$ cat src/rtl/cnn_pkg.sv
// Shared types and constants for the CNN datapath blocks.
package cnn_pkg;

  typedef enum logic [1:0] {
    IDLE = 2'd0,
    RUN  = 2'd1,
    LAST = 2'd2
  } rd_state_t;

  localparam int         RF_DEPTH = 32;
  localparam logic [1:0] STRIDE_1 = 2'd1;
  localparam logic [1:0] STRIDE_2 = 2'd2;

endpackage

$ cat src/rtl/rf_window_reader.sv
// Walks a row-major tile in the register file and streams each 2x2 window
// (TL, TR, BL, BR) downstream over a valid/ready handshake.
//
// state | meaning
// IDLE  | waiting for start; read addresses parked at 0
// RUN   | driving window addresses and capturing windows as the slot frees
// LAST  | final window held until accepted, then done
module rf_window_reader #(
  parameter int DATA_WIDTH = 8,
  parameter int ADDR_WIDTH = 5
) (
  input  logic                  clk,
  input  logic                  nrst,
  input  logic                  start,
  input  logic [ADDR_WIDTH-1:0] cfg_base,
  input  logic [3:0]            cfg_width,
  input  logic [3:0]            cfg_height,
  input  logic [1:0]            cfg_stride,
  output logic [ADDR_WIDTH-1:0] rf_add_1,
  output logic [ADDR_WIDTH-1:0] rf_add_2,
  output logic [ADDR_WIDTH-1:0] rf_add_3,
  output logic [ADDR_WIDTH-1:0] rf_add_4,
  input  logic [DATA_WIDTH-1:0] rf_out1,
  input  logic [DATA_WIDTH-1:0] rf_out2,
  input  logic [DATA_WIDTH-1:0] rf_out3,
  input  logic [DATA_WIDTH-1:0] rf_out4,
  output logic                  win_valid,
  input  logic                  win_ready,
  output logic [DATA_WIDTH-1:0] win_d0,
  output logic [DATA_WIDTH-1:0] win_d1,
  output logic [DATA_WIDTH-1:0] win_d2,
  output logic [DATA_WIDTH-1:0] win_d3,
  output logic                  win_last,
  output logic                  busy,
  output logic                  done,
  output logic                  cfg_err
);
  import cnn_pkg::*;

  rd_state_t             state_q, state_d;
  logic [3:0]            r_q, r_d, c_q, c_d, w_q, w_d, h_q, h_d;
  logic [1:0]            s_q, s_d;
  logic [ADDR_WIDTH-1:0] base_q, base_d;
  logic [ADDR_WIDTH-1:0] add1_q, add1_d, add2_q, add2_d, add3_q, add3_d, add4_q, add4_d;
  logic [DATA_WIDTH-1:0] d0_q, d0_d, d1_q, d1_d, d2_q, d2_d, d3_q, d3_d;
  logic                  valid_q, valid_d, last_q, last_d;
  logic                  busy_q, busy_d, done_q, done_d, err_q, err_d;

  logic [7:0]            cfg_area;
  logic                  cfg_ok;
  logic                  slot_free;
  logic [4:0]            c_inc, r_inc;
  logic                  row_wrap, final_win, upd_addr;
  logic [ADDR_WIDTH-1:0] tl;

  // Top-left address of window (r,c); the sum wraps naturally at the RF depth.
  function automatic logic [ADDR_WIDTH-1:0] tl_addr(input logic [ADDR_WIDTH-1:0] base,
                                                    input logic [3:0] r, input logic [3:0] c,
                                                    input logic [3:0] w);
    logic [7:0] off;
    off = {4'b0, r} * {4'b0, w} + {4'b0, c};
    return base + ADDR_WIDTH'(off);
  endfunction

  assign cfg_area  = {4'b0, cfg_width} * {4'b0, cfg_height};
  assign cfg_ok    = (cfg_width >= 4'd2) && (cfg_height >= 4'd2) &&
                     (cfg_area <= 8'(RF_DEPTH)) &&
                     ((cfg_stride == STRIDE_1) || (cfg_stride == STRIDE_2));
  assign slot_free = !valid_q || win_ready;
  assign c_inc     = {1'b0, c_q} + {3'b0, s_q};
  assign r_inc     = {1'b0, r_q} + {3'b0, s_q};
  assign row_wrap  = c_inc > ({1'b0, w_q} - 5'd2);
  assign final_win = row_wrap && (r_inc > ({1'b0, h_q} - 5'd2));

  // Next-state: FSM, position counters, address registers and output slot.
  always_comb begin
    state_d  = state_q;
    r_d      = r_q;
    c_d      = c_q;
    w_d      = w_q;
    h_d      = h_q;
    s_d      = s_q;
    base_d   = base_q;
    add1_d   = add1_q;
    add2_d   = add2_q;
    add3_d   = add3_q;
    add4_d   = add4_q;
    d0_d     = d0_q;
    d1_d     = d1_q;
    d2_d     = d2_q;
    d3_d     = d3_q;
    valid_d  = valid_q;
    last_d   = last_q;
    busy_d   = busy_q;
    done_d   = 1'b0;
    err_d    = 1'b0;
    upd_addr = 1'b0;
    tl       = '0;
    case (state_q)
      IDLE: begin
        if (start) begin
          if (cfg_ok) begin
            base_d   = cfg_base;
            w_d      = cfg_width;
            h_d      = cfg_height;
            s_d      = cfg_stride;
            r_d      = 4'd0;
            c_d      = 4'd0;
            busy_d   = 1'b1;
            state_d  = RUN;
            upd_addr = 1'b1;
          end else begin
            err_d = 1'b1;
          end
        end
      end
      RUN: begin
        if (slot_free) begin
          d0_d    = rf_out1;
          d1_d    = rf_out2;
          d2_d    = rf_out3;
          d3_d    = rf_out4;
          valid_d = 1'b1;
          if (final_win) begin
            last_d  = 1'b1;
            state_d = LAST;
          end else begin
            if (row_wrap) begin
              c_d = 4'd0;
              r_d = r_inc[3:0];
            end else begin
              c_d = c_inc[3:0];
            end
            upd_addr = 1'b1;
          end
        end
      end
      LAST: begin
        if (win_ready) begin
          valid_d = 1'b0;
          last_d  = 1'b0;
          done_d  = 1'b1;
          busy_d  = 1'b0;
          r_d     = 4'd0;
          c_d     = 4'd0;
          add1_d  = '0;
          add2_d  = '0;
          add3_d  = '0;
          add4_d  = '0;
          state_d = IDLE;
        end
      end
      default: state_d = IDLE;
    endcase
    // Addresses are registered from the next counter values so the read data
    // for the new position is ready at the following capture edge.
    if (upd_addr) begin
      tl     = tl_addr(base_d, r_d, c_d, w_d);
      add1_d = tl;
      add2_d = tl + ADDR_WIDTH'(1);
      add3_d = tl + ADDR_WIDTH'(w_d);
      add4_d = tl + ADDR_WIDTH'(w_d) + ADDR_WIDTH'(1);
    end
  end

  // State registers; reset abandons any partial pass.
  always_ff @(posedge clk or negedge nrst) begin
    if (!nrst) begin
      state_q <= IDLE;
      r_q     <= '0;
      c_q     <= '0;
      w_q     <= '0;
      h_q     <= '0;
      s_q     <= '0;
      base_q  <= '0;
      add1_q  <= '0;
      add2_q  <= '0;
      add3_q  <= '0;
      add4_q  <= '0;
      d0_q    <= '0;
      d1_q    <= '0;
      d2_q    <= '0;
      d3_q    <= '0;
      valid_q <= 1'b0;
      last_q  <= 1'b0;
      busy_q  <= 1'b0;
      done_q  <= 1'b0;
      err_q   <= 1'b0;
    end else begin
      state_q <= state_d;
      r_q     <= r_d;
      c_q     <= c_d;
      w_q     <= w_d;
      h_q     <= h_d;
      s_q     <= s_d;
      base_q  <= base_d;
      add1_q  <= add1_d;
      add2_q  <= add2_d;
      add3_q  <= add3_d;
      add4_q  <= add4_d;
      d0_q    <= d0_d;
      d1_q    <= d1_d;
      d2_q    <= d2_d;
      d3_q    <= d3_d;
      valid_q <= valid_d;
      last_q  <= last_d;
      busy_q  <= busy_d;
      done_q  <= done_d;
      err_q   <= err_d;
    end
  end

  assign rf_add_1  = add1_q;
  assign rf_add_2  = add2_q;
  assign rf_add_3  = add3_q;
  assign rf_add_4  = add4_q;
  assign win_d0    = d0_q;
  assign win_d1    = d1_q;
  assign win_d2    = d2_q;
  assign win_d3    = d3_q;
  assign win_valid = valid_q;
  assign win_last  = last_q;
  assign busy      = busy_q;
  assign done      = done_q;
  assign cfg_err   = err_q;

endmodule

$ cat config.mk
export PLATFORM = sky130hd
export DESIGN_NAME = rf_window_reader
export DESIGN_NICKNAME = d
export VERILOG_FILES = /design/src/rtl/cnn_pkg.sv /design/src/rtl/rf_window_reader.sv
export SDC_FILE = /design/constraint.sdc
export NUM_CORES = 1
export LEC_CHECK = 0
export CORE_ASPECT_RATIO = 1.4
export CORE_MARGIN = 2
export CORE_UTILIZATION = 51
export CTS_BUF_LIST = sky130_fd_sc_hd__clkbuf_16
export CTS_CLUSTER_SIZE = 28
export DETAILED_ROUTE_END_ITERATION = 8
export GPL_TIMING_DRIVEN = 1
export HOLD_SLACK_MARGIN = 0.03
export PLACE_DENSITY = 0.81
export REMOVE_ABC_BUFFERS = 1
export SKIP_CTS_REPAIR_TIMING = 1
export SYNTH_ARGS = -nofsm -noshare
export SYNTH_HDL_FRONTEND = slang
export SYNTH_SLANG_ARGS = --single-unit
$ cat constraint.sdc
create_clock -name clk -period 6.9 [get_ports clk]
set_input_delay 0.69 -clock clk [delete_from_list [all_inputs] [get_ports clk]]
set_output_delay 0.69 -clock clk [all_outputs]
set_load 0.005 [all_outputs]
==> out/results.md, run 1 <==
| Quantity | Reported |
|---|---|
| Number of placed I/O pins | 108 |
| TritonCTS clock tree | built |
| Maximum fanout along the worst path | 4 |
| Hold WS | 473 ps |
| Status | complete, but fails checks |
| Layout Cell Area excl Fill | 0.00692 mm² |
| Worst path setup slack after routing | -81.2 ps |
| Reg-to-reg startpoint | s_q[0]$_DFFE_PN0P_ |
| Final Max Slew Viols | 0 |
| Pre-placement core utilization | 0.520 |
| Vias in the first global route | 4521 |
| Routed WL | 13.3 mm |
| Row Count | 42 |
| Post-route clock period utilization | 1.01 |
| All-Layer GR Usage | 0.261 |
| Startpoint of the most critical hold path | win_d1[1]$_DFFE_PN0P_ |
| Worst-case clock buffer depth | 2 |
| Crit Path Category | primary input to flop |
| Tool warnings | 26 |
| Number of max-cap violations | 0 |
| Yosys chip area | 0.00487 mm² |
| Post-detail-place hpwl | 9.47 mm |
| DR DRC count | 0 |
| Buffers on Ports | 107 |
| Setup Viol. Count Final | 3 |
| Top cell types by occurrence after synthesis | 152 x sky130_fd_sc_hd__nand2_1, 82 x sky130_fd_sc_hd__dfrtp_1, 44 x sky130_fd_sc_hd__inv_1 |
| Yosys cell count | 520 |
| Number of synthesized register bits | 82 |
| Number of nets in the finished design | 776 |
| Multi-input combinational cell area | 0.00279 mm² |
| # diodes | 0 |
| Initial DRT Pass Iterations | 4 |
| Via count | 4269 |
| Number of sinks handled by clock tree synthesis | 82 |
| Portion of synthesized cell area occupied by the leading cell type | 0.421 |
| Main synth FF type | sky130_fd_sc_hd__dfrtp_1 |
| Synth Seq Share | 0.421 |
| Per-instance average area after synthesis | 9.36 µm² |
| Post-synth cell types | 55 |
| Layout Cells excl Fill | 783 |
| Measured slew at the worst slew-check pin | 1020 ps |
| Failing checks | negative setup slack |
| Synth-to-Final Area Change | 42.1% |
| Top cell type by instance count after synthesis | sky130_fd_sc_hd__nand2_1 |
| Category of cells accounting for the largest share of critical-path delay | adder cells |
| Buffers plus inverters on the worst setup path | 9 |
| Mapped cell area | 0.00487 mm² |
| Number of instances in the synthesized netlist | 520 |
| Worst Skew | 4.68 ps |
| Data arrival time of the critical path | 7210 ps |
| Worst relative slew slack | 0.323 |
| Clock slew at reported path FFs | 60 ps |
| Crit-path slowest cell | sky130_fd_sc_hd__fa_2 |
| Count of placed standard cells including taps | 764 |
| Type of the tightest min-delay check | flop to flop |
| Global-route wire length before repair | 21.0 mm |
| Async SR Flop Fraction | 1.00 |
| Die outline area | 0.0104 mm² |
| Total Neg Setup Slack | -115 ps |
| Max Clock Freq | 143 MHz |
| Total clock buffers created by CTS | 9 |
| Maximum number of pins on one net before global-route repair | 83 |
| Top area cell types | sky130_fd_sc_hd__dfrtp_1 42%, sky130_fd_sc_hd__nand2_1 12%, sky130_fd_sc_hd__ha_1 10%, sky130_fd_sc_hd__fa_1 6.6%, sky130_fd_sc_hd__inv_1 3.4% |
| Clk Tree Root Cell | sky130_fd_sc_hd__clkbuf_16 |
| Violation count after the first detailed-route iteration | 219 |
| Critical path's most frequent cell | sky130_fd_sc_hd__inv_2 |
| Power density over the cells | 563 mW/mm² |
| Skew-Pair Late Insertion Delay | 340 ps |
| Startpoint of the most critical setup path | cfg_height[1] |
| Unrepaired setup endpoints after global routing | true |
| Static leakage power | 3.37 nW |
| Worst Path Required | 7120 ps |
==> run 1: sequential cells by signal, summed over array words and instances, names as in the netlist <==
name       flops
win_d0         8
win_d1         8
win_d2         8
win_d3         8
base_q         5
rf_add_1       5
rf_add_2       5
rf_add_3       5
rf_add_4       5
c_q            4
h_q            4
r_q            4
w_q            4
s_q            2
state_q        2
busy           1
cfg_err        1
done           1
win_last       1
win_valid      1
==> run 1: power breakdown <==
part           switching [mW]  total [mW]  leakage (nW)  internal, mW
sequential              0.127       0.822          1.02         0.695
combinational            1.24        2.57          2.20          1.33
clock                   0.190       0.503         0.147         0.313
==> run 1: metrics by stage <==
stage,utilization,setup WS (ps)
floorplan,-,-473
global placement,0.677,-864
detailed placement,0.677,-999
CTS,0.709,-681
global route,0.739,-307
finish,0.739,-81.2
==> run 1: worst min-delay path, stage by stage (launching register included) <==
cell,delay [ps]
sky130_fd_sc_hd__dfrtp_1,340
sky130_fd_sc_hd__nand2_1,50
sky130_fd_sc_hd__nand2_1,50
==> run 1: layer usage <==
metal / wire length [µm] / GRT usage / up-vias
li1: - / - / 2010
met5: 0 / 0 / -
met3: 452 / 0.0399 / 63
met1: 4890 / 0.284 / 2082
met4: 788 / 0.166 / 0
met2: 7190 / 0.461 / 114
==> run 1: final timing paths <==
path	to	slack [ps]	depth (start not counted)
worst max register to register	rf_add_4[4]$_DFFE_PN0P_	40	30
worst min register to register	win_d1[1]$_DFFE_PN0P_	470	2
worst min-delay path	win_d1[1]$_DFFE_PN0P_	470	2
max in group asynchronous	c_q[1]$_DFF_PN0_	5730	1
min in group asynchronous	win_d1[3]$_DFFE_PN0P_	520	1
worst max-delay path	rf_add_4[4]$_DFFE_PN0P_	-80	33
==> run 1: kinds of logic after synthesis <==
family	count (synthesis)	share of synthesized area
buffers and inverters	60	0.0483
multiplexers	6	0.0146
adder cells (fa/ha/maj)	55	0.166
AND-OR/OR-AND	66	0.0920
flip-flops	82	0.421
XOR/XNOR	26	0.0514
AND/OR/NAND/NOR	225	0.206
==> run 1: cell usage in the layout (no fill, tap or decap), types with 6 or more instances in the layout <==
cell,synthesis,routed
sky130_fd_sc_hd__buf_4,2,43
sky130_fd_sc_hd__dfrtp_1,82,82
sky130_fd_sc_hd__inv_2,1,8
sky130_fd_sc_hd__fa_1,16,13
sky130_fd_sc_hd__and2_1,13,13
sky130_fd_sc_hd__o21ai_0,18,17
sky130_fd_sc_hd__clkbuf_16,0,9
sky130_fd_sc_hd__nor2_1,15,15
sky130_fd_sc_hd__nand3_1,7,7
sky130_fd_sc_hd__nor3_1,7,6
sky130_fd_sc_hd__ha_1,39,33
sky130_fd_sc_hd__buf_6,0,10
sky130_fd_sc_hd__xor2_1,7,7
sky130_fd_sc_hd__inv_1,44,36
sky130_fd_sc_hd__nand2_1,152,148
sky130_fd_sc_hd__clkdlybuf4s50_1,0,98
sky130_fd_sc_hd__a21oi_1,11,10
sky130_fd_sc_hd__a22o_1,12,11
sky130_fd_sc_hd__xnor2_1,17,13
==> run 1: final cells by class <==
class	count	share of cell area
multi-input combinational	378	0.404
inverter	45	0.0248
tap	110	0.0199
sequential	82	0.297
clock inverter	5	0.0118
timing repair buffer	154	0.211
clock buffer	9	0.0326
### Cell outlines without signal wires, run 1

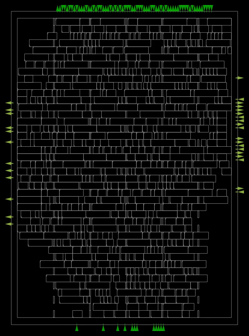
fill cell instance count of the final layout: 644
Flop Count: 82
well-tap cell count: 110
core box area: 0.00935 mm²

### Wires at chosen ports, followed through buffers, run 1

Scale: 2 px per µm.
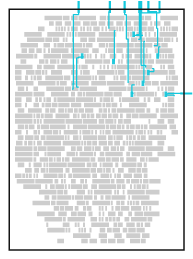
[cyan] rf_out3 | bits: 8 | direction: input | edge: 7 top, 1 right | end cells: 8 | buffers: 8 | wire: 273 µm

### Signal wires by layer, run 1

Scale: 4 px per µm. Only two layers are drawn.
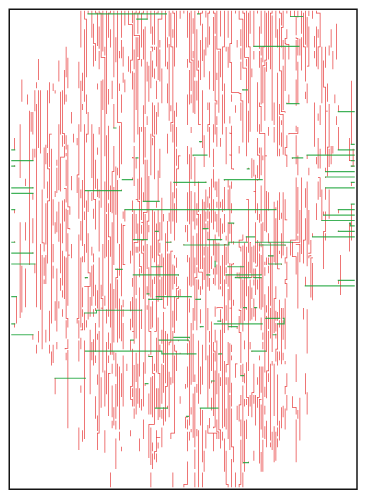
[red] metal 2 | wire length: 7190 µm
[green] metal 3 | wire length: 452 µm

--- run 2 (diff from run 1) ---
- CTS_CLUSTER_SIZE: 28 -> 20
### Drive-strength map, run 2

Scale: 4 px per µm.
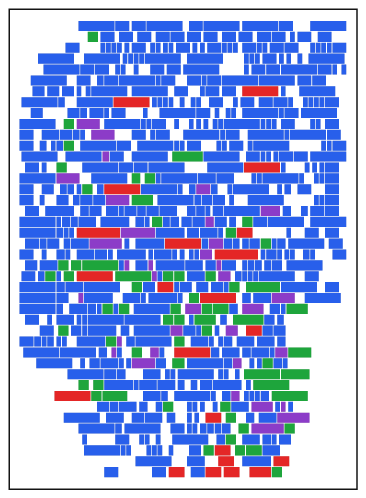
[blue] _0 and _1 cells | cells: 555 | share: 82% | most used: nand2_1
[purple] _2 cells | cells: 34 | share: 5.1% | most used: inv_2
[green] _3 and _4 cells | cells: 62 | share: 9.2% | most used: buf_4
[red] _6 and larger | cells: 22 | share: 3.3% | most used: buf_6

### Wires at chosen ports, followed through buffers, run 2

Scale: 2 px per µm.
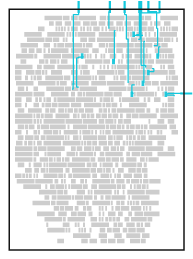
[cyan] rf_out3 | bits: 8 | direction: input | edge: 7 top, 1 right | end cells: 8 | buffers: 8 | wire: 273 µm

==> out/results.md, run 2 <==
| Quantity | Reported | Change |
|---|---|---|
| Internal Pwr Total | 2.34 mW | unchanged |
| TritonCTS clock tree | built |  |
| Core box area | 0.00935 mm² | unchanged |
| Number of nets in the finished design | 776 | unchanged |
| Total Neg Setup Slack | -115 ps | unchanged |
| Worst Skew | 4.68 ps | unchanged |
| Post-route clock period utilization | 1.01 | unchanged |
| Place WS | -999 ps | unchanged |
| Top cell types by occurrence after synthesis | 152 x sky130_fd_sc_hd__nand2_1, 82 x sky130_fd_sc_hd__dfrtp_1, 44 x sky130_fd_sc_hd__inv_1 |  |
| Post-synth cell types | 55 | unchanged |
| Clk Tree Root Cell | sky130_fd_sc_hd__clkbuf_16 |  |
| Setup Viol. Count Final | 3 | unchanged |
| Worst Path Required | 7120 ps | about the same |
| Flop pwr share | 0.211 | about the same |
| # diodes | 0 | unchanged |
| Main synth FF type | sky130_fd_sc_hd__dfrtp_1 |  |
| Data arrival time of the critical path | 7210 ps | about the same |
| Async SR Flop Fraction | 1.00 | unchanged |
| Tool warnings | 26 | unchanged |
| Met3 layer wire length in the routed design | 452 µm | unchanged |
| DR DRC count | 0 | unchanged |
| Maximum number of pins on one net before global-route repair | 83 | unchanged |
| Yosys chip area | 0.00487 mm² | unchanged |
| Layout Cell Area excl Fill | 0.00692 mm² | unchanged |
| Vias in the first global route | 4521 | unchanged |
| Metal1 wirelength | 4.89 mm | unchanged |
| Die outline area | 0.0104 mm² | unchanged |
| Number of placed I/O pins | 108 | unchanged |
| Most common cell after layout, fill and taps aside | sky130_fd_sc_hd__nand2_1 |  |
| Pre-placement core utilization | 0.520 | unchanged |
| Critical path's most frequent cell | sky130_fd_sc_hd__inv_2 |  |
| Final Max Slew Viols | 0 | unchanged |
| Measured slew at the worst slew-check pin | 1020 ps | unchanged |
| Yosys cell count | 520 | unchanged |
| Worst path setup slack after routing | -81.2 ps | unchanged |
| Top cell type by instance count after synthesis | sky130_fd_sc_hd__nand2_1 |  |
| Buffers on Ports | 107 | unchanged |
| Number of max-cap violations | 0 | unchanged |
| Total clock buffers created by CTS | 9 | unchanged |
| Maximum fanout along the worst path | 4 | unchanged |
| Status | complete, but fails checks |  |
| Portion of synthesized cell area occupied by the leading cell type | 0.421 | unchanged |
| Failing checks | negative setup slack |  |
| Number of sinks handled by clock tree synthesis | 82 | unchanged |
| Switching power share of the total | 0.400 | unchanged |
| Synth Seq Share | 0.421 | unchanged |
| Max Clock Freq | 143 MHz | unchanged |
| Worst-case clock buffer depth | 2 | unchanged |
| Crit-path slowest cell | sky130_fd_sc_hd__fa_2 |  |
| Buffers plus inverters on the worst setup path | 9 | unchanged |
| Met2 routed wirelength | 7.19 mm | unchanged |
==> run 2: per-layer routing <==
metal	GRT usage	vias to the layer above
met4	0.166	0
met1	0.284	2082
met3	0.0399	63
met2	0.461	114
li1	-	2010
met5	0	-
==> run 2: worst reg2reg max path, delay by kind of cell (launching register included) <==
kind / cells / cell delay [ps]
xor gates and xnor gates: 8 / 1600
DFF: 1 / 440
adders and majority gates: 8 / 2750
AOI/OAI and AO/OA: 5 / 970
buffers and inverters: 6 / 410
and+or+nand+nor: 3 / 580
==> run 2: power groups by stage <==
stage          sequential [mW]  clock, mW  combinational [mW]
2_1_floorplan            0.817          0                1.32
3_3_place_gp             0.818          0                2.26
3_5_place_dp             0.824          0                2.33
4_1_cts                  0.819      0.510                2.38
5_1_grt                  0.845      0.525                2.84
6_report                 0.822      0.503                2.57
==> run 2: cell families after synthesis <==
| family | count (synthesis) | synth area share |
|---|---|---|
| compound gates | 66 | 0.0920 |
| xor+xnor | 26 | 0.0514 |
| fa+ha+maj | 55 | 0.166 |
| buf+inv | 60 | 0.0483 |
| flops | 82 | 0.421 |
| mux | 6 | 0.0146 |
| simple gates | 225 | 0.206 |
==> run 2: final timing paths <==
kind,start,to,slack (ps)
setup / recovery,cfg_height[1],rf_add_4[4]$_DFFE_PN0P_,-80
hold / removal,win_d1[1]$_DFFE_PN0P_,win_d1[1]$_DFFE_PN0P_,470
setup reg to reg,s_q[0]$_DFFE_PN0P_,rf_add_4[4]$_DFFE_PN0P_,40
hold reg to reg,win_d1[1]$_DFFE_PN0P_,win_d1[1]$_DFFE_PN0P_,470
max in group asynchronous,nrst,c_q[1]$_DFF_PN0_,5730
min in group asynchronous,nrst,win_d1[3]$_DFFE_PN0P_,520
==> run 2: area by class of cell <==
class / count / area, µm²
Multi-Input combinational cell: 378 / 2790
Fill cell: 644 / 2440
Sequential cell: 82 / 2050
Timing Repair Buffer: 154 / 1460
Clock buffer: 9 / 225
Inverter: 45 / 171
Tap cell: 110 / 138
Clock inverter: 5 / 81.3
==> run 2: stage by stage <==
stage / hold slack [ps] / cells
after floorplan: 394 / 505
after global placement: 457 / 764
after detailed placement: 461 / 764
after CTS: 477 / 778
after global routing: 509 / 783
final: 473 / 783
### Cell outlines without signal wires, run 2

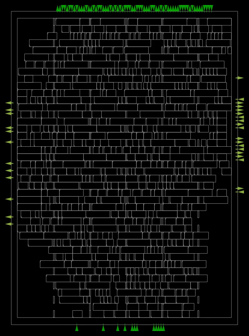

--- run 3 (diff from run 2) ---
- CAP_MARGIN: not set -> 20
- CTS_CLUSTER_SIZE: 20 -> not set
- HOLD_SLACK_MARGIN: 0.03 -> 0.1
### Cell outlines without signal wires, run 3

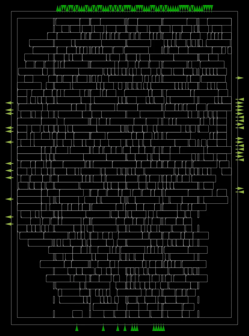
Layout Cells excl Fill: 784
final core utilization: 0.742
sequential portion of the cell area: 0.295
fill cell instance count of the final layout: 636

==> out/results.md, run 3 <==
| Quantity | Reported | Change |
|---|---|---|
| Status | complete, but fails checks |  |
| Failing checks | negative setup slack |  |
| DR DRC count | 0 | unchanged |
| Top cell type by instance count after synthesis | sky130_fd_sc_hd__nand2_1 |  |
| Post-synth cell types | 55 | unchanged |
| Die outline area | 0.0104 mm² | unchanged |
| Setup Viol. Count Final | 3 | unchanged |
| Fraction of met2 tracks used by global routing | 0.461 | unchanged |
| Yosys chip area | 0.00487 mm² | unchanged |
| Met1 demand-to-capacity share in global routing | 0.284 | unchanged |
| Number of max-cap violations | 0 | unchanged |
| Hold WS | 168 ps | -305 ps |
| Worst path setup slack after routing | -81.5 ps | -0.281 ps |
| Async SR Flop Fraction | 1.00 | unchanged |
| Total clock buffers created by CTS | 9 | unchanged |
| Clk Tree Root Cell | sky130_fd_sc_hd__clkbuf_16 |  |
| Yosys cell count | 520 | unchanged |
| Pre-placement core utilization | 0.520 | unchanged |
| Core box area | 0.00935 mm² | unchanged |
| Number of sinks handled by clock tree synthesis | 82 | unchanged |
| Final Max Slew Viols | 0 | unchanged |
| Data arrival time of the critical path | 7200 ps | about the same |
| Critical path's most frequent cell | sky130_fd_sc_hd__inv_2 |  |
| Worst Skew | 4.02 ps | -0.661 ps |
| Crit-path slowest cell | sky130_fd_sc_hd__fa_2 |  |
| Max Clock Freq | 143 MHz | about the same |
| Top area cell types | sky130_fd_sc_hd__dfrtp_1 42%, sky130_fd_sc_hd__nand2_1 12%, sky130_fd_sc_hd__ha_1 10%, sky130_fd_sc_hd__fa_1 6.6%, sky130_fd_sc_hd__inv_1 3.4% |  |
| Number of placed I/O pins | 108 | unchanged |
| Share of final-layout standard cells stronger than drive strength 1 | 0.177 |  |
| Most common cell after layout, fill and taps aside | sky130_fd_sc_hd__nand2_1 |  |
| Worst-case clock buffer depth | 2 | unchanged |
| Main synth FF type | sky130_fd_sc_hd__dfrtp_1 |  |
| # diodes | 0 | unchanged |
| Number of hold violations in the final report | 0 |  |
| Count of placed standard cells including taps | 764 | unchanged |
| Number of nets in the finished design | 777 | +0.13% |
| Portion of synthesized cell area occupied by the leading cell type | 0.421 | unchanged |
| Die W | 86.6 µm |  |
| Top cell types by occurrence after synthesis | 152 x sky130_fd_sc_hd__nand2_1, 82 x sky130_fd_sc_hd__dfrtp_1, 44 x sky130_fd_sc_hd__inv_1 |  |
| Buffers on Ports | 107 | unchanged |
| Global-route met3 utilization | 0.0399 | unchanged |
| Most Used Layer, Global Route | met2 |  |
### Signal wires by layer, run 3

Scale: 4 px per µm. Only two layers are drawn.
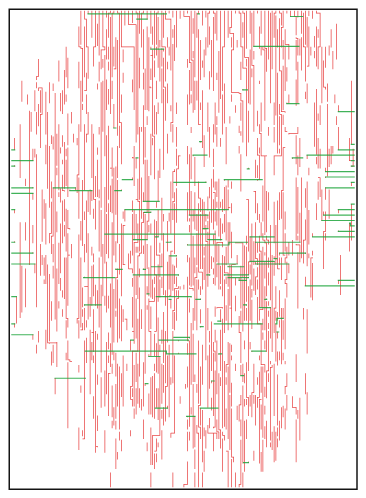
[green] metal 3 | wire length: 493 µm
[red] metal 2 | wire length: 7270 µm

==> run 3: stage by stage <==
step | power, mW | area [µm²] | TNS (ps) | worst slack, ps
after floorplan | 2.14 | 4800 | -1550 | -473
after global placement | 3.08 | 6330 | -4350 | -864
after detailed placement | 3.15 | 6330 | -4940 | -999
after CTS | 3.70 | 6640 | -2790 | -681
after global routing | 4.21 | 6940 | -931 | -307
final | 3.90 | 6940 | -118 | -81.5
==> run 3: worst paths after layout <==
check	from	end	slack [ps]	cells after the start
hold / removal	nrst	win_d3[1]$_DFFE_PN0P_	170	1
setup reg to reg	s_q[0]$_DFFE_PN0P_	rf_add_4[4]$_DFFE_PN0P_	30	30
min in group clk	win_d1[1]$_DFFE_PN0P_	win_d1[1]$_DFFE_PN0P_	470	2
setup / recovery	cfg_height[1]	rf_add_4[4]$_DFFE_PN0P_	-80	33
max in group asynchronous	nrst	c_q[1]$_DFF_PN0_	6160	2
hold reg to reg	win_d1[1]$_DFFE_PN0P_	win_d1[1]$_DFFE_PN0P_	470	2
==> run 3: where the power goes <==
part	total [mW]	switching [mW]	internal (mW)
clock network	0.503	0.190	0.313
logic	2.57	1.24	1.33
registers	0.823	0.129	0.695
total	3.90	1.56	2.34
==> run 3: cells by family (layout without fill, tap and decap cells) <==
| family | count (synthesis) | in the layout | share of synthesized area |
|---|---|---|---|
| buffers and inverters | 60 | 214 | 0.0483 |
| and+or+nand+nor | 225 | 225 | 0.206 |
| DFF | 82 | 82 | 0.421 |
| adders and majority gates | 55 | 55 | 0.166 |
| xor gates and xnor gates | 26 | 26 | 0.0514 |
| AOI/OAI and AO/OA | 66 | 66 | 0.0920 |
| muxes | 6 | 6 | 0.0146 |
==> run 3: final cells by class <==
cell class / instances / area [µm²]
Timing Repair Buffer: 155 / 1480
Tap cell: 110 / 138
Fill cell: 636 / 2410
Clock buffer: 9 / 225
Inverter: 45 / 171
Clock inverter: 5 / 81.3
Multi-Input combinational cell: 378 / 2790
Sequential cell: 82 / 2050
==> run 3: worst max-delay path: cells and delay by family <==
family	cells	cell delay [ps]
buf+inv	9	740
compound gates	6	1020
simple gates	3	480
xor+xnor	7	1400
fa+ha+maj	8	2840
==> run 3: metal layers <==
metal	share of wire	vias up
met5	0	-
met4	0.058	0
met3	0.037	63
met2	0.54	129
met1	0.36	2076
li1	-	2009
Power figures rest on the tool's default switching activity, not on a simulated workload.
